$ cat src/rtl/debounce_edge_pkg.sv
// Shared sizing for the debounce_edge slice.
// Define SYNC3_EN for a 3-flop synchroniser (adds one cycle of latency); default is 2 flops.
package debounce_edge_pkg;

`ifdef SYNC3_EN
    localparam int SYNC_STAGES = 3;
`else
    localparam int SYNC_STAGES = 2;
`endif

endpackage

$ cat src/rtl/debounce_bit.sv
// One input bit: synchroniser chain, debounce counter, registered level and rise/fall pulses.
// Synchroniser depth comes from debounce_edge_pkg (SYNC3_EN selects 3 flops).
module debounce_bit
    import debounce_edge_pkg::*;
#(
    parameter int   DEBOUNCE = 16,
    parameter int   CNTWIDTH = 5,
    parameter logic INIT     = 1'b0
) (
    input  logic clk,
    input  logic reset,
    input  logic i,
    output logic level,
    output logic rise,
    output logic fall
);

    localparam logic [CNTWIDTH-1:0] CNT_LAST = CNTWIDTH'(DEBOUNCE - 1);

    logic [SYNC_STAGES-1:0] sync;
    logic [CNTWIDTH-1:0]    cnt;
    logic                   s;

    assign s = sync[SYNC_STAGES-1];

    always_ff @(posedge clk) begin
        if (reset) begin
            sync  <= {SYNC_STAGES{INIT}};
            level <= INIT;
            cnt   <= '0;
            rise  <= 1'b0;
            fall  <= 1'b0;
        end else begin
            // Plain shift: nothing may sit between the synchroniser flops.
            sync <= {sync[SYNC_STAGES-2:0], i};
            rise <= 1'b0;
            fall <= 1'b0;
            if (s == level) begin
                cnt <= '0;
            end else if (cnt != CNT_LAST) begin
                cnt <= cnt + CNTWIDTH'(1);
            end else begin
                level <= s;
                cnt   <= '0;
                rise  <= s;
                fall  <= ~s;
            end
        end
    end

endmodule

$ cat src/rtl/debounce_edge.sv
// Per-bit synchronise + debounce + edge pulse array; wiring only, one debounce_bit per input.
// SYNC3_EN (see debounce_edge_pkg) deepens every synchroniser by one flop.
module debounce_edge
    import debounce_edge_pkg::*;
#(
    parameter int   DATAWIDTH = 1,
    parameter int   DEBOUNCE  = 16,
    parameter int   CNTWIDTH  = 5,
    parameter logic INIT      = 1'b0
) (
    input  logic                 clk,
    input  logic                 reset,
    input  logic [DATAWIDTH-1:0] i,
    output logic [DATAWIDTH-1:0] level,
    output logic [DATAWIDTH-1:0] rise,
    output logic [DATAWIDTH-1:0] fall
);

    for (genvar b = 0; b < DATAWIDTH; b++) begin : g_bit
        debounce_bit #(
            .DEBOUNCE (DEBOUNCE),
            .CNTWIDTH (CNTWIDTH),
            .INIT     (INIT)
        ) u_bit (
            .clk   (clk),
            .reset (reset),
            .i     (i[b]),
            .level (level[b]),
            .rise  (rise[b]),
            .fall  (fall[b])
        );
    end

endmodule

$ cat config.mk
export PLATFORM = sky130hd
export DESIGN_NAME = debounce_edge
export DESIGN_NICKNAME = d
export VERILOG_FILES = /design/src/rtl/debounce_edge_pkg.sv /design/src/rtl/debounce_bit.sv /design/src/rtl/debounce_edge.sv
export SDC_FILE = /design/constraint.sdc
export NUM_CORES = 1
export LEC_CHECK = 0
export ABC_AREA = 1
export CORE_AREA = 4 4 41 43
export DETAILED_ROUTE_END_ITERATION = 10
export DIE_AREA = 0 0 45 47
export PLACE_DENSITY = 0.56
export SLEW_MARGIN = 40
export SYNTH_ARGS = -nofsm -noshare
export SYNTH_HDL_FRONTEND = slang
export SYNTH_SLANG_ARGS = --single-unit
$ cat constraint.sdc
create_clock -name clk -period 2.9 [get_ports clk]
set_input_delay 0.87 -clock clk [delete_from_list [all_inputs] [get_ports clk]]
set_output_delay 0.87 -clock clk [all_outputs]
set_load 0.02 [all_outputs]
Fig. 1: run 1, M1 wires
The bar under the picture is 10 µm long.
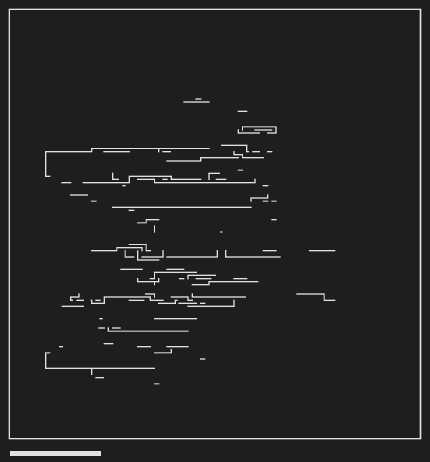
The longest straight run is 15.2 µm. The wires run mostly horizontal. The layer holds 50% of the routed length.
Post-Route WL: 516 µm
vias: 261
met1 GRT Util: 7.834%

Fig. 2: run 1, placement density heat map
The bar under the picture is 10 µm long. 9 x 9 tiles, from black (low) to pale yellow (high), 0 to 100% covered.
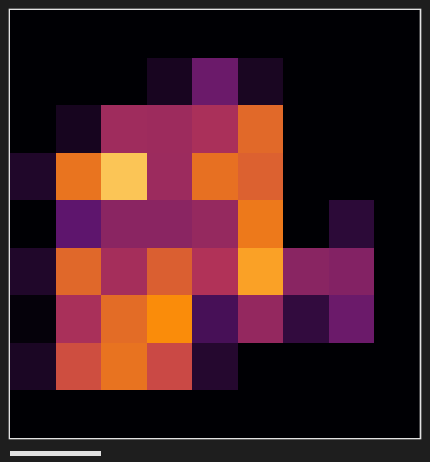
The densest ninth of the die: center. The fullest tile reaches 87%. 2.5% of the tiles are over 75% full. The mean over all tiles is 21%. The emptiest ninth of the die: upper right. 51% of the tiles are nearly empty.
initial core utilization: 27.79%
post-layout util: 34.81%

Fig. 3: run 1, met2 routing
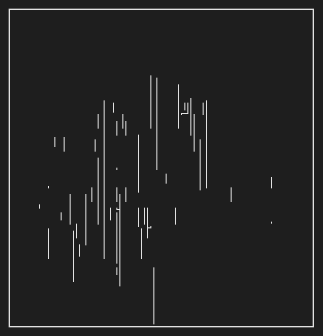
The layer carries 211 µm of wire. The wires run mostly vertical. The layer holds 41% of the routed length. The longest straight run is 23.5 µm.
met2 usage: 7.910%

==> run summary, run 1 <==
impl run done, here's what came out: Top pwr grp=registers, initial drt markers=6, worst hold start=g_bit[0].u_bit.sync[0], Post-Syn Area=361.6 µm², Max Fclk=466.4 MHz, largest net degree at the start of global routing=6, TNS Setup=0 ns, Largest cell class=sequential cells, maximum clock path buffer count=2, # clk buffers=3, Inverters=8, CTS tree=built, Leak=about 0.17 nW, Buffers on Ports=5, Main area contributors=dfxtp_1, nor2_1, inv_1, status=finished, final reports clean, synthesized netlist cell count=roughly 44, Largest regs=g_bit.u_bit.cnt: 5 flops, g_bit.u_bit.sync: 2 flops, Setup crit end=level, CORE AREA=~1300 µm², multi-input logic area=131.4 µm², Reg2Reg Depth=7, xor/xnor share=~2.4%, Final Critical Period=2.144 ns, total chip power=0.2357 mW, Finished Cell Area=roughly 450 µm², area grow syn2layout=25.26%, Final setup viols=0, yosys stat area=approximately 360 µm², OpenROAD warnings=26, worst slew pin tran=between 0.2 and 0.25 ns, Top FF cell, synth=dfxtp_1, critical path fanouts, max=5, routed length on met1=around 260 µm, critical path data arrival time=~1.3 ns
==> run 1 -> run 2 <==
--- a/config.mk
+++ b/config.mk
@@ -9,7 +9,7 @@
 export CORE_AREA = 4 4 41 43
 export DETAILED_ROUTE_END_ITERATION = 10
 export DIE_AREA = 0 0 45 47
-export PLACE_DENSITY = 0.56
+export PLACE_DENSITY = 0.58
 export SLEW_MARGIN = 40
 export SYNTH_ARGS = -nofsm -noshare
 export SYNTH_HDL_FRONTEND = slang
==> constraint.sdc (replaced) <==
create_clock -name clk -period 1.9 [get_ports clk]
set_input_delay 0.57 -clock clk [delete_from_list [all_inputs] [get_ports clk]]
set_output_delay 0.57 -clock clk [all_outputs]
set_load 0.02 [all_outputs]
Fig. 4: run 2, signal metal coverage by tile
The bar under the picture is 10 µm long. 9 x 9 tiles, from black (low) to pale yellow (high), scaled to the fullest tile. Values are wire area over tile area, all layers added.
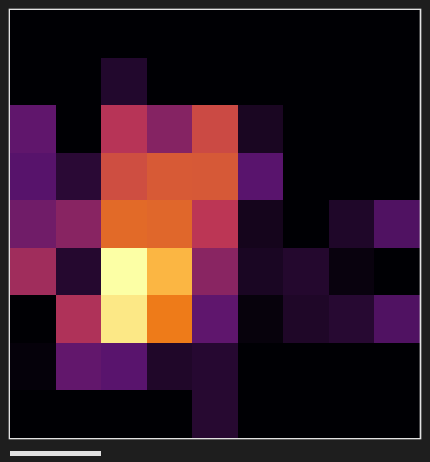
51% of the tiles are nearly empty. The emptiest ninth of the die: upper right. The fullest tile reaches 0.25. The mean over all tiles is 0.042. 12% of the tiles are over half the peak.
wire per inst: 7.588 µm
GRT Resource Usage Total: 6.037%
vias: 284

Fig. 5: run 2, met2 routing
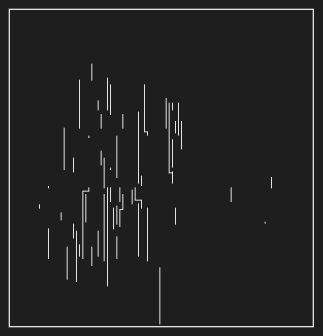
The layer holds 43% of the routed length. The layer carries 221 µm of wire.
met2 usage: 7.627%

==> run summary, run 2 <==
impl run done, here's what came out: status=finished, final reports clean, Netlist cell types=11, critical path fanouts, max=5 (unchanged), multi-input logic area=131.4 µm² (unchanged), OpenROAD warnings=26 (unchanged), # clk buffers=4 (+1), final cell count without fillers=slightly below 70, maximum clock path buffer count=2 (unchanged), critical path data arrival time=1.28 ns (about the same), TNS Setup=0 ns (unchanged), largest net degree at the start of global routing=7 (+1), worst vdd ir=approximately 0.40 mV, total gr overflow=0, Finished Cell Area=466.7 µm² (+3.0%), Top Layout Cells=dfxtp_1, nor2_1, inv_1, GRT met3 Usage=about 3.4%, worst slew pin tran=0.2101 ns (-0.001099 ns), synthesized netlist cell count=44 (unchanged), Top pwr grp=registers, Inst Count DP=64, Reg2Reg Depth=7 (unchanged), initial core utilization=27.79% (unchanged), Buf/Inv on CP=1, routability cong.=between 0.6 and 0.7, met1 GRT Util=5.774% (-2.1 points), Final setup viols=0 (unchanged), Simple Share, Synth=25.61%, Clock Skews=around 0.0047 ns, worst slack at placement=0.3326 ns, yosys stat area=361.6 µm² (unchanged), Main area contributors=dfxtp_1, nor2_1, inv_1, Worst setup SP type=flop, Buffers on Ports=5 (unchanged), Final Critical Period=1.846 ns, area grow syn2layout=29.07%, Post-Route WL=516 µm (unchanged), xor/xnor share=2.422% (unchanged), total chip power=0.4079 mW (+73%), Post-Syn Area=361.6 µm² (unchanged), Inverters=8 (unchanged), CTS tree=built, routed length on met1=230 µm (-11%), initial drt markers=3 (-3), nets=between 50 and 60, fin crit share=97.16%, Top FF cell, synth=dfxtp_1, worst hold start=g_bit[0].u_bit.sync[0]
Fig. 6: run 2, placement density heat map
The bar under the picture is 10 µm long. 9 x 9 tiles, from black (low) to pale yellow (high), 0 to 100% covered.
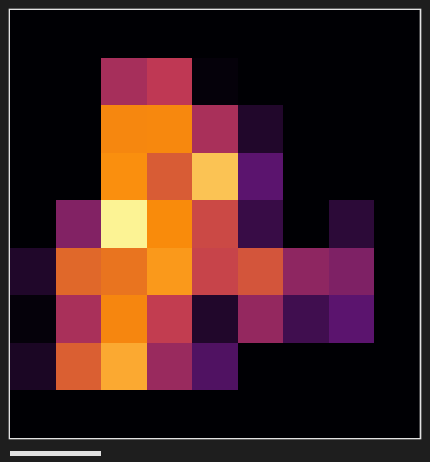
The mean over all tiles is 21%. The emptiest ninth of the die: upper right. The fullest tile reaches 97%. The densest ninth of the die: center. 6.2% of the tiles are over 75% full. 56% of the tiles are nearly empty.
CORE AREA: 1301 µm²
post-layout util: 35.87%

==> run 2 -> run 3 <==
--- a/config.mk
+++ b/config.mk
@@ -6,10 +6,12 @@
 export NUM_CORES = 1
 export LEC_CHECK = 0
 export ABC_AREA = 1
+export CAP_MARGIN = 20
 export CORE_AREA = 4 4 41 43
 export DETAILED_ROUTE_END_ITERATION = 10
 export DIE_AREA = 0 0 45 47
 export PLACE_DENSITY = 0.58
+export RECOVER_POWER = 100
 export SLEW_MARGIN = 40
 export SYNTH_ARGS = -nofsm -noshare
 export SYNTH_HDL_FRONTEND = slang
Fig. 7: run 3, placement density heat map
The bar under the picture is 10 µm long. 9 x 9 tiles, from black (low) to pale yellow (high), 0 to 100% covered.
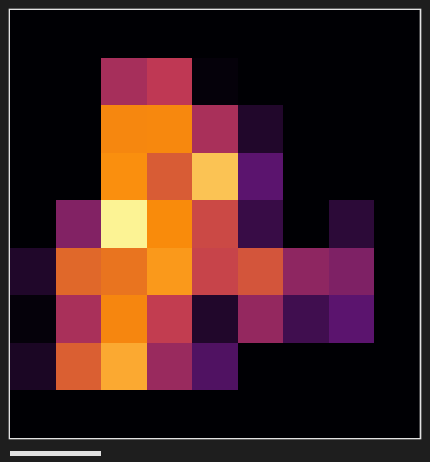
The densest ninth of the die: center. The mean over all tiles is 21%. 6.2% of the tiles are over 75% full. The fullest tile reaches 97%. The emptiest ninth of the die: upper right.

Fig. 8: run 3, met2 routing
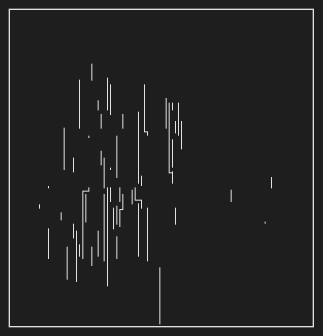
The wires run mostly vertical. The layer holds 43% of the routed length.
Post-Route WL: 515 µm

==> run summary, run 3 <==
impl run done, here's what came out: area grow syn2layout=29.07% (unchanged), initial core utilization=27.79% (unchanged), critical path fanouts, max=5 (unchanged), Post-Syn Area=361.6 µm² (unchanged), met1 GRT Util=5.774% (unchanged), Reg2Reg Depth=7 (unchanged), Top pwr grp=registers, critical path data arrival time=1.28 ns (about the same), Inst Count DP=64 (unchanged), Main area contributors=dfxtp_1, nor2_1, inv_1, Clock Skews=0.004704 ns (unchanged), met2 usage=7.627% (unchanged), total gr overflow=0 (unchanged), GRT Resource Usage Total=6.037% (unchanged), fin crit share=97.16% (unchanged), worst slew pin tran=0.2150 ns (+0.004830 ns), initial drt markers=3 (unchanged), worst hold start=g_bit[0].u_bit.sync[0], Simple Share, Synth=25.61% (unchanged), vias=284 (unchanged), Top Layout Cells=dfxtp_1, nor2_1, inv_1, largest net degree at the start of global routing=7 (unchanged), status=finished, final reports clean, Inverters=8 (unchanged), Final setup viols=0 (unchanged), Clock transition at path regs=roughly 0.060 ns, multi-input logic area=131.4 µm² (unchanged), xor/xnor share=2.422% (unchanged), nets=59 (unchanged), maximum clock path buffer count=2 (unchanged), worst vdd ir=0.4025 mV (about the same), GRT met3 Usage=3.448% (unchanged), Buffers on Ports=5 (unchanged), Worst setup SP type=flop, CTS tree=built, post-layout util=35.87% (unchanged), final cell count without fillers=68 (unchanged), OpenROAD warnings=26 (unchanged), Max Fclk=541.7 MHz, Netlist cell types=11 (unchanged), Buf/Inv on CP=1 (unchanged), worst slack at placement=0.3326 ns (unchanged), Finished Cell Area=466.7 µm² (unchanged), routability cong.=0.6724 (unchanged)
Fig. 9: run 3, signal metal coverage by tile
The bar under the picture is 10 µm long. 9 x 9 tiles, from black (low) to pale yellow (high), scaled to the fullest tile. Values are wire area over tile area, all layers added.
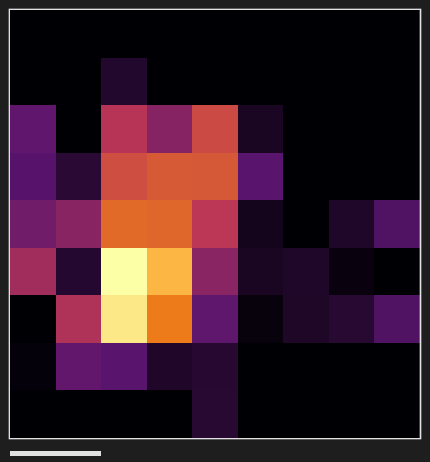
The mean over all tiles is 0.042. The emptiest ninth of the die: upper right. 51% of the tiles are nearly empty.
wire per inst: 7.574 µm

Power figures rest on the tool's default switching activity, not on a simulated workload.
